<file path="config.mk">
export PLATFORM = sky130hd
export DESIGN_NAME = clk_div_n_flat
export DESIGN_NICKNAME = d
export VERILOG_FILES = /design/src/rtl/clk_div_if.sv /design/src/rtl/clk_div_n.sv /design/src/flat_wrapper.sv
export SDC_FILE = /design/constraint.sdc
export NUM_CORES = 1
export LEC_CHECK = 0
export CAP_MARGIN = 0
export CORE_MARGIN = 3
export CORE_UTILIZATION = 45
export CTS_BUF_LIST = sky130_fd_sc_hd__clkbuf_4 sky130_fd_sc_hd__clkbuf_8 sky130_fd_sc_hd__clkbuf_16
export CTS_CLUSTER_DIAMETER = 50
export DETAILED_ROUTE_END_ITERATION = 8
export PLACE_DENSITY_LB_ADDON = 0.25
export RECOVER_POWER = 100
export SLEW_MARGIN = 10
export SYNTH_ARGS = -nofsm -noshare
export SYNTH_HDL_FRONTEND = slang
export SYNTH_SLANG_ARGS = --single-unit
</file>
<file path="constraint.sdc">
create_clock -name clk -period 5.1 [get_ports clk]
set_input_delay 1.02 -clock clk [delete_from_list [all_inputs] [get_ports clk]]
set_output_delay 1.02 -clock clk [all_outputs]
set_load 0.02 [all_outputs]
</file>
<file path="src/rtl/clk_div_if.sv">
// clk_div_if: control and status bundle for the programmable clock divider
interface clk_div_if #(parameter int W = 8);
    logic         en;
    logic         div_load;
    logic [W-1:0] div_in;
    logic         clk_out;
    logic         tick;
    logic         running;
    logic [W-1:0] div_cur;
    logic         err;
    modport master (output en, div_load, div_in, input clk_out, tick, running, div_cur, err);
    modport slave  (input en, div_load, div_in, output clk_out, tick, running, div_cur, err);
endinterface

</file>
<file path="src/rtl/clk_div_n.sv">
// clk_div_n: glitch-free 50% duty integer divider with boundary-deferred divisor changes
module clk_div_n #(
    parameter int W           = 8,
    parameter int DEFAULT_DIV = 3
) (
    input logic       clk,
    input logic       rst,
    clk_div_if.slave  bus
);
    typedef enum logic {IDLE, RUN} state_t;
    state_t       state;
    logic [W-1:0] cnt, cur, pend, half;
    logic         p, n, pend_v, tick_q, err_q, legal, last;
    assign half  = cur >> 1;
    assign legal = bus.div_load && (bus.div_in >= W'(2));
    assign last  = cnt == cur - 1'b1;
    always_ff @(posedge clk) begin
        if (rst) begin
            state  <= IDLE;
            cnt    <= '0;
            p      <= 1'b0;
            tick_q <= 1'b0;
            cur    <= W'(DEFAULT_DIV);
            pend   <= '0;
            pend_v <= 1'b0;
            err_q  <= 1'b0;
        end else begin
            if (bus.div_load && !legal) err_q <= 1'b1;
            if (state == IDLE) begin
                cnt    <= '0;
                p      <= bus.en;
                tick_q <= bus.en;
                state  <= bus.en ? RUN : IDLE;
                if (legal) cur <= bus.div_in;
            end else if (last) begin
                if (pend_v) begin
                    cur    <= pend;
                    pend_v <= 1'b0;
                end
                cnt    <= '0;
                p      <= bus.en;
                tick_q <= bus.en;
                state  <= bus.en ? RUN : IDLE;
            end else begin
                cnt    <= cnt + 1'b1;
                p      <= (cnt + 1'b1) < half;
                tick_q <= 1'b0;
            end
            // a load landing on the boundary edge must survive to the next boundary
            if (state == RUN && legal) begin
                pend   <= bus.div_in;
                pend_v <= 1'b1;
            end
        end
    end
    always_ff @(negedge clk) begin
        if (rst) n <= 1'b0;
        else     n <= p & cur[0];
    end
    assign bus.clk_out = p | n;
    assign bus.tick    = tick_q;
    assign bus.running = state == RUN;
    assign bus.div_cur = cur;
    assign bus.err     = err_q;
endmodule

</file>
<file path="src/flat_wrapper.sv">
// flat-port wrapper written by rule: the top's interface ports become plain ports
module clk_div_n_flat 
#(
    parameter int W           = 8,
    parameter int DEFAULT_DIV = 3
)
  (clk, rst, bus_en, bus_div_load, bus_div_in, bus_clk_out, bus_tick, bus_running, bus_div_cur, bus_err);
  clk_div_if #(.W(W)) bus_i ();
  input logic clk;
  input logic rst;
  input wire logic [$bits(bus_i.en)-1:0] bus_en;
  input wire logic [$bits(bus_i.div_load)-1:0] bus_div_load;
  input wire logic [$bits(bus_i.div_in)-1:0] bus_div_in;
  output wire logic [$bits(bus_i.clk_out)-1:0] bus_clk_out;
  output wire logic [$bits(bus_i.tick)-1:0] bus_tick;
  output wire logic [$bits(bus_i.running)-1:0] bus_running;
  output wire logic [$bits(bus_i.div_cur)-1:0] bus_div_cur;
  output wire logic [$bits(bus_i.err)-1:0] bus_err;
  assign bus_i.en = bus_en;
  assign bus_i.div_load = bus_div_load;
  assign bus_i.div_in = bus_div_in;
  assign bus_clk_out = bus_i.clk_out;
  assign bus_tick = bus_i.tick;
  assign bus_running = bus_i.running;
  assign bus_div_cur = bus_i.div_cur;
  assign bus_err = bus_i.err;
  clk_div_n #(.W(W), .DEFAULT_DIV(DEFAULT_DIV)) u_core (.clk(clk), .rst(rst), .bus(bus_i));
endmodule
</file>
**Port wiring**

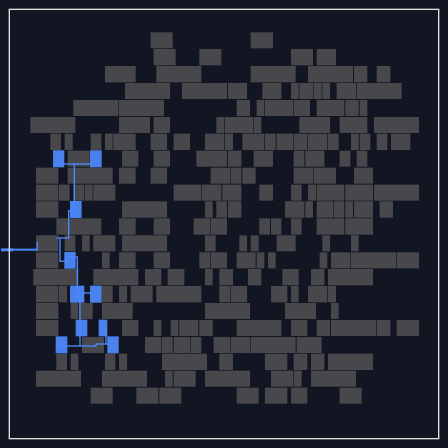
- blue: bus_div_load (bits 1; direction input; edge left; end cells 10; wire 63.1 um)

**Metal 2**

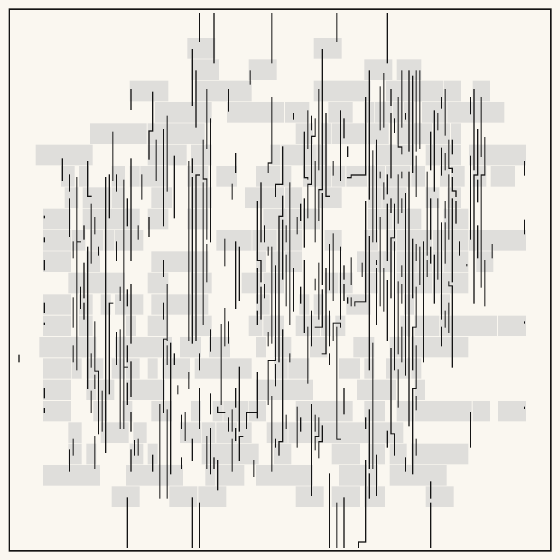
- wire length on this layer: 1860 um
- share of all routed wire: 49%
- main direction: vertical

**Cell classes on the final placement**

Fill, decap, tap and diode cells in grey.
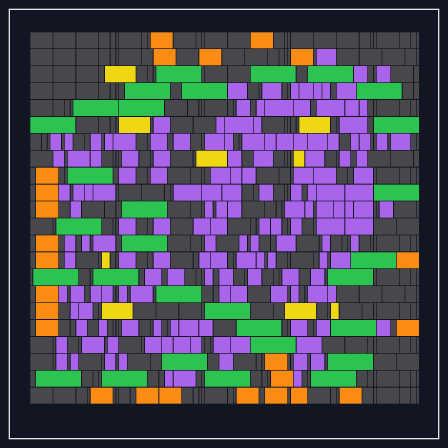
- green: sequential cells (cells 30)
- yellow: clock drivers and dummy loads (cells 9)
- orange: remaining buffers and delay cells (cells 24)
- purple: combinational and other logic (cells 161)

**Metal 3**

The bar under the picture is 20 um long.
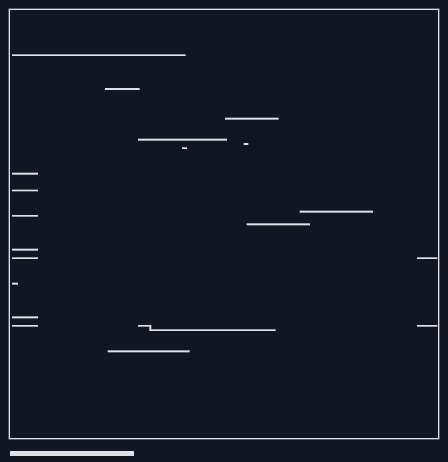
- nets with wire on the layer: 15
- wire length on this layer: 147 um
- longest straight run: 27.6 um

**Placement view**

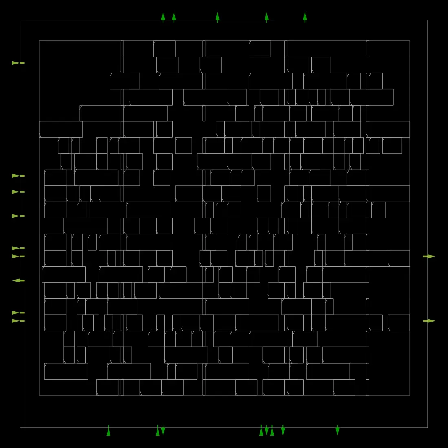
number of fill cells: 373
core area: 3740 um^2

area by class of cell:
cell class / count / area (um^2) / area share
multi-input cells: 150 / 1010 / 0.495
flip-flops and latches: 30 / 601 / 0.293
repair buffers: 24 / 238 / 0.116
clock buffers: 6 / 82.6 / 0.0403
well taps: 48 / 60.1 / 0.0293
inverters: 11 / 41.3 / 0.0201
clock inverters: 3 / 12.5 / 0.00610
synth_stat cells, types with 2 or more instances:
| cell type | instances |
|---|---|
| a211oi_1 | 16 |
| a21o_1 | 2 |
| a21oi_1 | 12 |
| and3_1 | 4 |
| buf_2 | 3 |
| buf_4 | 2 |
| clkbuf_1 | 7 |
| dfxtp_1 | 30 |
| ha_1 | 8 |
| inv_1 | 12 |
| mux2i_1 | 7 |
| nand2_1 | 16 |
| nand2b_1 | 2 |
| nand3_1 | 12 |
| nor2_1 | 10 |
| nor2b_1 | 7 |
| nor3_1 | 7 |
| nor4_1 | 4 |
| o2111ai_1 | 2 |
| o21a_1 | 3 |
| o21ai_0 | 3 |
| o41ai_1 | 2 |
| or4_1 | 2 |
| xnor2_1 | 8 |
| xor2_1 | 6 |
worst paths after layout:
path / from / end / slack [ps]
setup / recovery: u_core.n / bus_clk_out / 130
hold / removal: u_core.pend[3] / u_core.pend[3] / 450
setup reg to reg: u_core.bus.div_cur[0] / u_core.n / 1810
hold reg to reg: u_core.pend[3] / u_core.pend[3] / 450
critical path, stage by stage, from the launching register on:
cell and delay [ps]:
dfxtp_1 280, or2_2 260, clkdlybuf4s50_1 530
power breakdown:
part           internal, W  switching, W
sequential        0.000248     0.0000225
clock             0.000108     0.0000910
combinational    0.0000543     0.0000628
total             0.000410      0.000176
==> deck_impl_summary.md <==
Flow Results at a Glance

Logic synthesis
  • Top cells, area: dfxtp_1, a211oi_1, ha_1
  • Yosys Chip Area: 1770 um^2
  • Simple Share, Synth: 0.214
  • Syn Area/Cell: 8.61 um^2
  • Distinct cells, synth: roughly 44
  • Ys cells: between 200 and 250
  • Yosys xor share: 0.0691
  • Yosys aoi share: 0.208
  • Adder Area Share: 0.0564
  • Mapped Cells: between 200 and 250
  • EDFF count, synth: 0
  • Yosys warns: 0
  • FFs w/ async S/R, synth: 0
  • Post-Synthesis Cell Area: 1770 um^2
  • Register area share after synthesis: 0.339
  • Post-synth top area share: 0.339
  • Main logic family: simple AND/OR/NAND/NOR gates
  • Area fraction in mux cells: 0.0480
  • Net count after synthesis: ~230

Detailed routing
  • DR WL met3: roughly 150 um
  • Drt pass-1 iters: 4
  • Vias per std cell: about 5.5
  • 1st-iter DRT viols: 73
  • Via count: 1506
  • DR WL/cell: between 10 and 15 um
  • Metal1 wirelength: around 1800 um
  • Final WL: about 3800 um

Timing
  • Slew @ Worst Pin: 1000 ps
  • Worst hold slack: roughly 450 ps
  • Slew headroom: 0.326
  • RSZ-0062 raised after global routing: no
  • Final setup vio count: 0
  • Final Hold Violation Tally: 0
  • Setup tns final: 0 ps
  • Worst setup margin: 125 ps
  • Clock Skew: a little over 50 ps

Finish
  • Most used logic cell in the final layout: dfxtp_1
  • Top Layout Cells: dfxtp_1, nand2_1, a211oi_1, inv_1, dlygate4sd3_1
  • P&R area growth vs syn: 15.5%
  • Nets: approximately 240
  • Layout Cells excl Fill: between 200 and 300
  • Antenna cell count: 0
  • Final Cell Area: approximately 2000 um^2
  • Share of layout cells above drive strength 1: 0.0491
  • Final core utilization: 0.547

Die
  • Die Y-Extent: roughly 70 um
  • Standard-cell rows: 22
  • Die width: ~69 um
  • Die Size: approximately 4700 um^2
  • I/O pin count: 24
  • Floorplan-stage core utilization: 0.474

Job
  • Max-cap viol count: 0
  • Tool warnings: 27

Worst setup path
  • Worst setup EP type: output pin
  • Setup crit start kind: register
  • Crit Path Max Fanout: 1
  • Worst R2R Path Depth: 1
  • CP arrival: about 4000 ps
  • CP required: between 4000 and 5000 ps
  • Critical path class: register to output pin

Placed design
  • Placement Cell Area: around 2000 um^2
  • GPL Wtd Cong: just over 0.8
  • Setup WS pre-CTS: between 400 and 500 ps
  • Placed cells: ~260
  • Placed wire-length estimate: 2830 um
  • # port buffers: 23

CTS
  • Sink Count: 30
  • Worst-path clk slew: about 60 ps
  • Hold-fix buffers, CTS: 0
  • TritonCTS Buffers: 5
  • Post-CTS Setup Inserts: 0
  • Root Buffer: clkbuf_8
  • CTS tree: done
  • # resized after CTS: 0
  • Clock Path Buffers: 2

Global routing
  • Busiest grt layer: met2
  • Initial antenna violation count: 0
  • Global Route met3 Usage: 0.0616
  • Gr ovfl total: 0

Power
  • PD cells: around 290 nW/um^2
  • Power Total: roughly 0.00059 W
  • Peak VDD IR: approximately 170 uV
  • Leakage: just over 0.8 nW

Outcome
  • Outcome: finished, final reports clean

Hold path
  • Worst Hold Depth: 2
  • Worst min-delay path category: register to register
Power and IR drop assume default switching activity.
